File: config.mk
export PLATFORM = sky130hd
export DESIGN_NAME = rs_core_arbiter_flat
export DESIGN_NICKNAME = d
export VERILOG_FILES = /design/src/rtl/rs_core_arbiter_pkg.sv /design/src/rtl/rs_core_arbiter_if.sv /design/src/rtl/rs_core_arbiter_rr_picker.sv /design/src/rtl/rs_core_arbiter.sv /design/src/flat_wrapper.sv
export SDC_FILE = /design/constraint.sdc
export NUM_CORES = 1
export LEC_CHECK = 0
export CAP_MARGIN = 20
export CORE_MARGIN = 2
export CORE_UTILIZATION = 55
export CTS_CLUSTER_SIZE = 14
export DETAILED_ROUTE_END_ITERATION = 10
export PLACE_DENSITY = 0.79
export SYNTH_ARGS = -nofsm -noshare
export SYNTH_HDL_FRONTEND = slang
export SYNTH_SLANG_ARGS = --single-unit
File: constraint.sdc
create_clock -name clk -period 2.72 [get_ports clk]
set_clock_uncertainty 0.2 [all_clocks]
set_input_delay 0.272 -clock clk [delete_from_list [all_inputs] [get_ports clk]]
set_output_delay 0.272 -clock clk [all_outputs]
set_load 0.005 [all_outputs]
File: src/rtl/rs_core_arbiter_pkg.sv
// Shared types and helpers for the reed_solomon core arbiter.
package rs_core_arbiter_pkg;

    localparam int JOBCNT_W = 16;

    typedef enum logic [2:0] {
        S_CORE_RST,
        S_ARB,
        S_LOAD,
        S_START,
        S_RUN
    } arb_state_t;

    // (base + ofs) mod n, for base < n and ofs <= n
    function automatic int wrap_add(input int base, input int ofs, input int n);
        int s;
        s = base + ofs;
        if (s >= n) s = s - n;
        return s;
    endfunction

endpackage

File: src/rtl/rs_core_arbiter_if.sv
// Requester and core-control bundle between the arbiter and its surroundings.
interface rs_core_arbiter_if #(
    parameter int NREQ = 2
);
    import rs_core_arbiter_pkg::*;

    localparam int IDX_W = $clog2(NREQ);

    logic [NREQ-1:0]     req;
    logic [NREQ-1:0]     go;
    logic [NREQ-1:0]     gnt;
    logic [NREQ-1:0]     done;
    logic [NREQ-1:0]     err;
    logic [IDX_W-1:0]    owner_idx;
    logic                owner_valid;
    logic                core_rst;
    logic                ap_start;
    logic                ap_ready;
    logic                ap_done;
    logic                busy;
    logic [JOBCNT_W-1:0] job_cnt;

    // requester/core side
    modport master (
        output req, go, ap_ready, ap_done,
        input  gnt, done, err, owner_idx, owner_valid, core_rst, ap_start, busy, job_cnt
    );

    // arbiter side
    modport slave (
        input  req, go, ap_ready, ap_done,
        output gnt, done, err, owner_idx, owner_valid, core_rst, ap_start, busy, job_cnt
    );
endinterface

File: src/rtl/rs_core_arbiter_rr_picker.sv
// Round-robin pick: first set req bit at or after rr_ptr, wrapping modulo NREQ.
// Latency: combinational. Backpressure: none, pure function of its inputs.
module rs_core_arbiter_rr_picker
    import rs_core_arbiter_pkg::*;
#(
    parameter int NREQ  = 2,
    parameter int IDX_W = $clog2(NREQ)
) (
    input  logic [NREQ-1:0]  req,
    input  logic [IDX_W-1:0] rr_ptr,
    output logic             any,
    output logic [IDX_W-1:0] idx
);

    logic [IDX_W-1:0] cand;

    // Scan farthest offset first so the nearest set bit is the last one written.
    always_comb begin
        any  = 1'b0;
        idx  = '0;
        cand = '0;
        for (int k = NREQ - 1; k >= 0; k--) begin
            cand = IDX_W'(wrap_add(int'(rr_ptr), k, NREQ));
            if (req[cand]) begin
                any = 1'b1;
                idx = cand;
            end
        end
    end

endmodule

File: src/rtl/rs_core_arbiter.sv
// Grants one reed_solomon core round-robin, soft-resets it between jobs, runs ap_ctrl_hs with timeout.
// Latency: req->gnt 1 cycle in S_ARB, go->ap_start 1 cycle; all outputs registered.
// Backpressure: ap_start held until ap_ready; req/go ignored outside arbitration/load.
module rs_core_arbiter
    import rs_core_arbiter_pkg::*;
#(
    parameter int  NREQ           = 2,
    parameter int  SOFTRST_CYCLES = 1024,
    parameter int  TIMEOUT_CYCLES = 1048576,
    localparam int IDX_W          = $clog2(NREQ)
) (
    input  logic              clk,
    input  logic              resetn,
    rs_core_arbiter_if.slave  bus
);

    localparam int RST_W   = $clog2(SOFTRST_CYCLES);
    localparam int TIMER_W = $clog2(TIMEOUT_CYCLES);
    localparam int CNT_W   = (RST_W > TIMER_W) ? ((RST_W > 0) ? RST_W : 1)
                                               : ((TIMER_W > 0) ? TIMER_W : 1);
    localparam logic [CNT_W-1:0] RST_LAST = CNT_W'(SOFTRST_CYCLES - 1);
    localparam logic [CNT_W-1:0] TO_LAST  = CNT_W'(TIMEOUT_CYCLES - 1);

    arb_state_t          state_q, state_d;
    logic [CNT_W-1:0]    cnt_q, cnt_d;
    logic [NREQ-1:0]     gnt_q, gnt_d;
    logic [NREQ-1:0]     done_q, done_d;
    logic [NREQ-1:0]     err_q, err_d;
    logic [IDX_W-1:0]    owner_q, owner_d;
    logic                owner_vld_q, owner_vld_d;
    logic                core_rst_q, core_rst_d;
    logic                ap_start_q, ap_start_d;
    logic                busy_q, busy_d;
    logic [JOBCNT_W-1:0] job_cnt_q, job_cnt_d;
    logic [IDX_W-1:0]    rr_ptr_q, rr_ptr_d;
    logic                pick_any;
    logic [IDX_W-1:0]    pick_idx;
    logic                job_end;

    rs_core_arbiter_rr_picker #(.NREQ(NREQ), .IDX_W(IDX_W)) u_picker (
        .req    (bus.req),
        .rr_ptr (rr_ptr_q),
        .any    (pick_any),
        .idx    (pick_idx)
    );

    always_comb begin
        state_d     = state_q;
        cnt_d       = cnt_q;
        gnt_d       = gnt_q;
        done_d      = '0;
        err_d       = '0;
        owner_d     = owner_q;
        owner_vld_d = owner_vld_q;
        core_rst_d  = core_rst_q;
        ap_start_d  = ap_start_q;
        job_cnt_d   = job_cnt_q;
        rr_ptr_d    = rr_ptr_q;
        job_end     = 1'b0;

        case (state_q)
            S_CORE_RST: begin
                core_rst_d = 1'b1;
                if (cnt_q == RST_LAST) begin
                    core_rst_d = 1'b0;
                    cnt_d      = '0;
                    state_d    = S_ARB;
                end else begin
                    cnt_d = cnt_q + 1'b1;
                end
            end
            S_ARB: begin
                if (pick_any) begin
                    gnt_d       = NREQ'(1) << pick_idx;
                    owner_d     = pick_idx;
                    owner_vld_d = 1'b1;
                    rr_ptr_d    = IDX_W'(wrap_add(int'(pick_idx), 1, NREQ));
                    state_d     = S_LOAD;
                end
            end
            S_LOAD: begin
                if (bus.go[owner_q]) begin
                    ap_start_d = 1'b1;
                    cnt_d      = '0;
                    state_d    = S_START;
                end else if (!bus.req[owner_q]) begin
                    // withdrawn before start: core never touched, so no soft reset
                    gnt_d       = '0;
                    owner_vld_d = 1'b0;
                    state_d     = S_ARB;
                end
            end
            S_START, S_RUN: begin
                // ready+done together in S_START counts as a finished job
                job_end = bus.ap_done && ((state_q == S_RUN) || bus.ap_ready);
                if (job_end || (cnt_q == TO_LAST)) begin
                    if (job_end) begin
                        done_d[owner_q] = 1'b1;
                        if (job_cnt_q != '1) job_cnt_d = job_cnt_q + 1'b1;
                    end else begin
                        err_d[owner_q] = 1'b1;
                    end
                    gnt_d       = '0;
                    owner_vld_d = 1'b0;
                    ap_start_d  = 1'b0;
                    core_rst_d  = 1'b1;
                    cnt_d       = '0;
                    state_d     = S_CORE_RST;
                end else begin
                    cnt_d = cnt_q + 1'b1;
                    if ((state_q == S_START) && bus.ap_ready) begin
                        ap_start_d = 1'b0;
                        state_d    = S_RUN;
                    end
                end
            end
            default: begin
                core_rst_d = 1'b1;
                cnt_d      = '0;
                state_d    = S_CORE_RST;
            end
        endcase

        busy_d = (state_d != S_ARB);
    end

    always_ff @(posedge clk or negedge resetn) begin
        if (!resetn) begin
            state_q     <= S_CORE_RST;
            cnt_q       <= '0;
            gnt_q       <= '0;
            done_q      <= '0;
            err_q       <= '0;
            owner_q     <= '0;
            owner_vld_q <= 1'b0;
            core_rst_q  <= 1'b1;
            ap_start_q  <= 1'b0;
            busy_q      <= 1'b1;
            job_cnt_q   <= '0;
            rr_ptr_q    <= '0;
        end else begin
            state_q     <= state_d;
            cnt_q       <= cnt_d;
            gnt_q       <= gnt_d;
            done_q      <= done_d;
            err_q       <= err_d;
            owner_q     <= owner_d;
            owner_vld_q <= owner_vld_d;
            core_rst_q  <= core_rst_d;
            ap_start_q  <= ap_start_d;
            busy_q      <= busy_d;
            job_cnt_q   <= job_cnt_d;
            rr_ptr_q    <= rr_ptr_d;
        end
    end

    assign bus.gnt         = gnt_q;
    assign bus.done        = done_q;
    assign bus.err         = err_q;
    assign bus.owner_idx   = owner_q;
    assign bus.owner_valid = owner_vld_q;
    assign bus.core_rst    = core_rst_q;
    assign bus.ap_start    = ap_start_q;
    assign bus.busy        = busy_q;
    assign bus.job_cnt     = job_cnt_q;

endmodule

File: src/flat_wrapper.sv
// flat-port wrapper written by rule: the top's interface ports become plain ports
module rs_core_arbiter_flat import rs_core_arbiter_pkg::*;
#(
    parameter int  NREQ           = 2,
    parameter int  SOFTRST_CYCLES = 1024,
    parameter int  TIMEOUT_CYCLES = 1048576,
    localparam int IDX_W          = $clog2(NREQ)
)
  (clk, resetn, bus_req, bus_go, bus_ap_ready, bus_ap_done, bus_gnt, bus_done, bus_err, bus_owner_idx, bus_owner_valid, bus_core_rst, bus_ap_start, bus_busy, bus_job_cnt);
  rs_core_arbiter_if #(.NREQ(NREQ)) bus_i ();
  input  logic clk;
  input  logic resetn;
  input wire logic [$bits(bus_i.req)-1:0] bus_req;
  input wire logic [$bits(bus_i.go)-1:0] bus_go;
  input wire logic [$bits(bus_i.ap_ready)-1:0] bus_ap_ready;
  input wire logic [$bits(bus_i.ap_done)-1:0] bus_ap_done;
  output wire logic [$bits(bus_i.gnt)-1:0] bus_gnt;
  output wire logic [$bits(bus_i.done)-1:0] bus_done;
  output wire logic [$bits(bus_i.err)-1:0] bus_err;
  output wire logic [$bits(bus_i.owner_idx)-1:0] bus_owner_idx;
  output wire logic [$bits(bus_i.owner_valid)-1:0] bus_owner_valid;
  output wire logic [$bits(bus_i.core_rst)-1:0] bus_core_rst;
  output wire logic [$bits(bus_i.ap_start)-1:0] bus_ap_start;
  output wire logic [$bits(bus_i.busy)-1:0] bus_busy;
  output wire logic [$bits(bus_i.job_cnt)-1:0] bus_job_cnt;
  assign bus_i.req = bus_req;
  assign bus_i.go = bus_go;
  assign bus_i.ap_ready = bus_ap_ready;
  assign bus_i.ap_done = bus_ap_done;
  assign bus_gnt = bus_i.gnt;
  assign bus_done = bus_i.done;
  assign bus_err = bus_i.err;
  assign bus_owner_idx = bus_i.owner_idx;
  assign bus_owner_valid = bus_i.owner_valid;
  assign bus_core_rst = bus_i.core_rst;
  assign bus_ap_start = bus_i.ap_start;
  assign bus_busy = bus_i.busy;
  assign bus_job_cnt = bus_i.job_cnt;
  rs_core_arbiter #(.NREQ(NREQ), .SOFTRST_CYCLES(SOFTRST_CYCLES), .TIMEOUT_CYCLES(TIMEOUT_CYCLES)) u_core (.clk(clk), .resetn(resetn), .bus(bus_i));
endmodule
==> run_1/clk_routes.png <==
Drawn at 4 px/um.
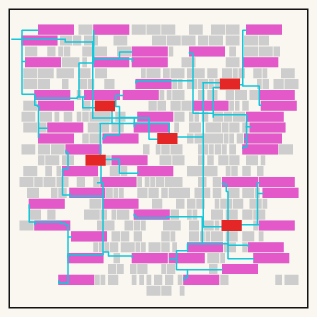
[clock drivers] red | count: 5
[clock wires] cyan | length: 606 um
[flip-flops] magenta | count: 51
routed clock nets: 6
total clock network power: 0.000444 W
relative contribution of the clock network to total power: 0.205
clk ins delay skew pair: 0.31 ns

==> run_1/power_grid.png <==
Drawn at 4 px/um. Pins as bars on the die edge.
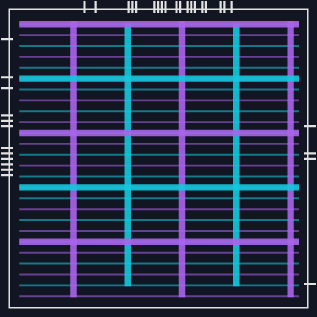
[VDD] cyan
[VSS] purple
rows: 25
met4 straps: 5
signal pins: 35

==> run summary, run 1 <==
Implementation numbers.

- The run finished with clean final reports.
- The fraction of synthesis flops using an asynchronous set or reset pin is 1.00.
- The share of the core filled with cells in the final layout is 0.687.
- In the routed layout, each cell is associated on average with a via count of ~5.8.
- The number of hold buffers added after CTS is 1.
- In the global route stage, met3 resource usage came out at 0.0434.
- The tool flagged a number of max-cap violations equal to 0.
- Per STA, the startpoint of the critical path is u_core.cnt_q[10].
- The critical path startpoint category is a flop.
- Counting endpoints that fail hold in the final report gives 0.
- Summing every instance area after synthesis gives 0.00272 mm2.
- Cell internal power was estimated by the tool at about 0.0014 W.
- In the final layout, flip-flops and latches occupy 0.00128 mm2.
- The cell count after synthesis came out at ~280.
- The setup fix buffers added after clock tree synthesis is 0.
- In the placement report, post-DP HPWL is listed as between 4000 and 5000 um.
- The count of vias placed by the detailed router is between 2,000 and 2,500.
- The critical path maximum fanout is 8.
- The average wire per standard cell is about 15 um.
- The layout overhead on the synthesized area is 20.2%.
- The largest area contributor in the netlist is sky130_fd_sc_hd__dfrtp_1.
==> run_1/wires.png <==
Drawn at 6 px/um.
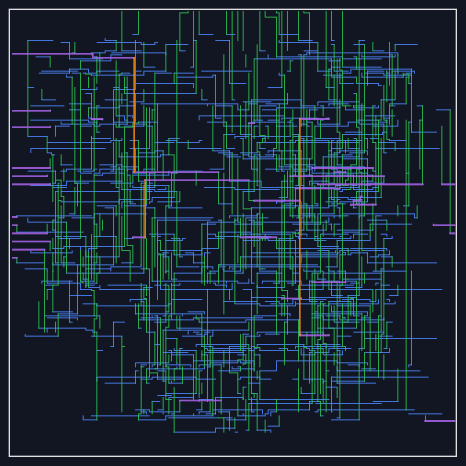
[metal 1] blue | wire length: 2,640 um
[metal 4] orange | wire length: 64.6 um
[metal 3] purple | wire length: 216 um
[metal 2] green | wire length: 2,880 um

--- run 2 (diff from run 1) ---
--- a/config.mk
+++ b/config.mk
@@ -7,10 +7,12 @@
 export LEC_CHECK = 0
 export CAP_MARGIN = 20
 export CORE_MARGIN = 2
-export CORE_UTILIZATION = 55
+export CORE_UTILIZATION = 63
 export CTS_CLUSTER_SIZE = 14
 export DETAILED_ROUTE_END_ITERATION = 10
+export DONT_BUFFER_PORTS = 1
 export PLACE_DENSITY = 0.79
 export SYNTH_ARGS = -nofsm -noshare
 export SYNTH_HDL_FRONTEND = slang
 export SYNTH_SLANG_ARGS = --single-unit
+export TNS_END_PERCENT = 20
==> run summary, run 2 <==
Implementation numbers.

- The final design was reported to hold multi-input combinational gates totalling between 200 and 250.
- From synthesis to final layout, the design area changed by 10.0%.
- The flow ran to the end, and the final reports show no timing, DRC or antenna violations.
- The hold violation count in the final report is 0.
- u_core.cnt_q holds more flip-flops than any other register.
- The number of ordinary and repair buffers in the finished layout is 13.
- Yosys reported that registers with async set or reset make up 1.00.
- STA classifies the critical path startpoint as a flop.
- The area taken by sequential standard cells is reported as 0.00128 mm2.
- The average vias per placed instance is between 6 and 7.
- The number of nets handed over by synthesis was roughly 290.
- The power report attributes to the clock group a share of 0.246.
- The synthesized-area fraction occupied by xor and xnor cells is 0.0742.
- The switching power is approximately 0.00075 W.
- The setup fix buffers added after clock tree synthesis is 0.
- The clock group power is ~0.00053 W.
- Setup repair after global routing left no endpoint under its margin.
- The worst min-delay path class is input pin to flop.
- The number of buffer and inverter stages on the critical path is 0.
- The endpoint of the worst setup timing path is u_core.cnt_q[0].
- The max-capacitance violation count is 0.
- TritonCTS built the clock tree.
- The maximum level of the CTS H-tree is 2.
- Per the timing report, the biggest fanout along the worst path comes to 12.
- Tracing the worst setup path back leads to its startpoint at u_core.cnt_q[10].
- The latest clock arrival within the worst-skew pair is 0.30 ns.
- Detailed-route iteration 0 reported a violation count of 166.
- In this run, post-CTS hold repair placed 6 buffers.
- For the final routed database, the setup TNS stands at 0 ns.
- The first global-routing pass estimated 9530 um of wire.
- The y dimension of the die is about 70 um.
- The internal power summed over all cells is 0.00139 W.
- The largest area contributor in the netlist is sky130_fd_sc_hd__dfrtp_1.
- The count of standard-cell rows is 23.
- Per report_power, the Sequential row totals 0.00103 W.
- The summed instance area of the synthesized netlist is 0.00272 mm2.
- At the end of the flow the core is filled with cells to 0.731.
- The cell area power density is a little over 700 mW/mm2.
- The gate count after technology mapping is around 280.
- The routed design uses between 2000 and 3000 um of met2 wire.
- On met3, the global router reports a usage of 0.0480.
- The detailed-placement wirelength estimate is roughly 4000 um.
==> run_2/wires.png <==
Drawn at 6 px/um.
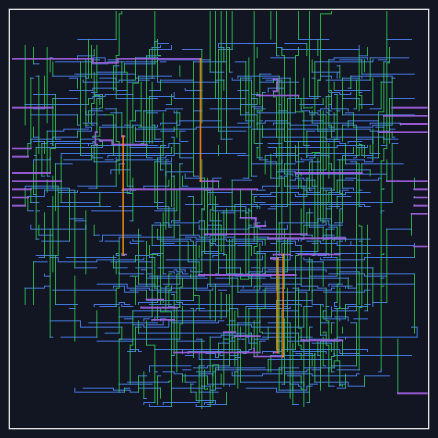
[metal 1] blue | wire length: 2,610 um
[metal 3] purple | wire length: 281 um
[metal 2] green | wire length: 2,640 um
[metal 4] orange | wire length: 72.8 um
total detailed-routing wirelength: 5590 um
average wire length per cell after detail routing: 16.5 um
overall global routing resource usage: 0.241
overall via count from detail_route: 2,107

--- run 3 (diff from run 2) ---
--- a/config.mk
+++ b/config.mk
@@ -14,5 +14,6 @@
 export PLACE_DENSITY = 0.79
 export SYNTH_ARGS = -nofsm -noshare
 export SYNTH_HDL_FRONTEND = slang
+export SYNTH_HIERARCHICAL = 1
 export SYNTH_SLANG_ARGS = --single-unit
 export TNS_END_PERCENT = 20
==> run summary, run 3 <==
Implementation numbers.

- The flow ran to the end, and the final reports show no timing, DRC or antenna violations.
- For this run, the share of the core covered by cells in the final layout is 0.718.
- The wire length of the first global-routing pass is about 9100 um.
- The count of vias placed by the detailed router is between 2,000 and 2,500.
- The number of violations reported at the end of detailed-routing iteration 0 is between 100 and 150.
- The setup TNS after final layout is 0 ns.
- The internal power summed over all cells is between 0.001 and 0.0015 W.
- In this run the maximum-capacitance check reported violations numbering 0.
- The endpoint of the worst setup timing path is u_core/cnt_q[11].
- The detailed-placement wirelength estimate is 3630 um.
- The script reports the combined buffer and inverter count of the critical path as 1.
- The clock group power is approximately 0.00045 W.
- Counting every instance in the synthesized netlist gives roughly 270.
- The all-layer global routing usage is 0.230.
- Per the layout report, the design carries 9 non-clock buffers.
- The sequential cell area in the final layout is 0.00128 mm2.
- The wire length recorded after detailed routing is around 5200 um.
- The flow measured a signed area growth from synthesis to layout of 7.07%.
- In the global route stage, met3 resource usage came out at 0.0606.
- The number of multi-input combinational cells is 200.
==> run_3/logic_types.png <==
Drawn at 4 px/um.
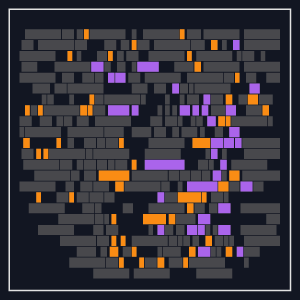
[NOR gates] orange | cells: 49 | where: widely spread
[inverting AOI/OAI gates] purple | cells: 34

Power is estimated from default activity; no workload was simulated.
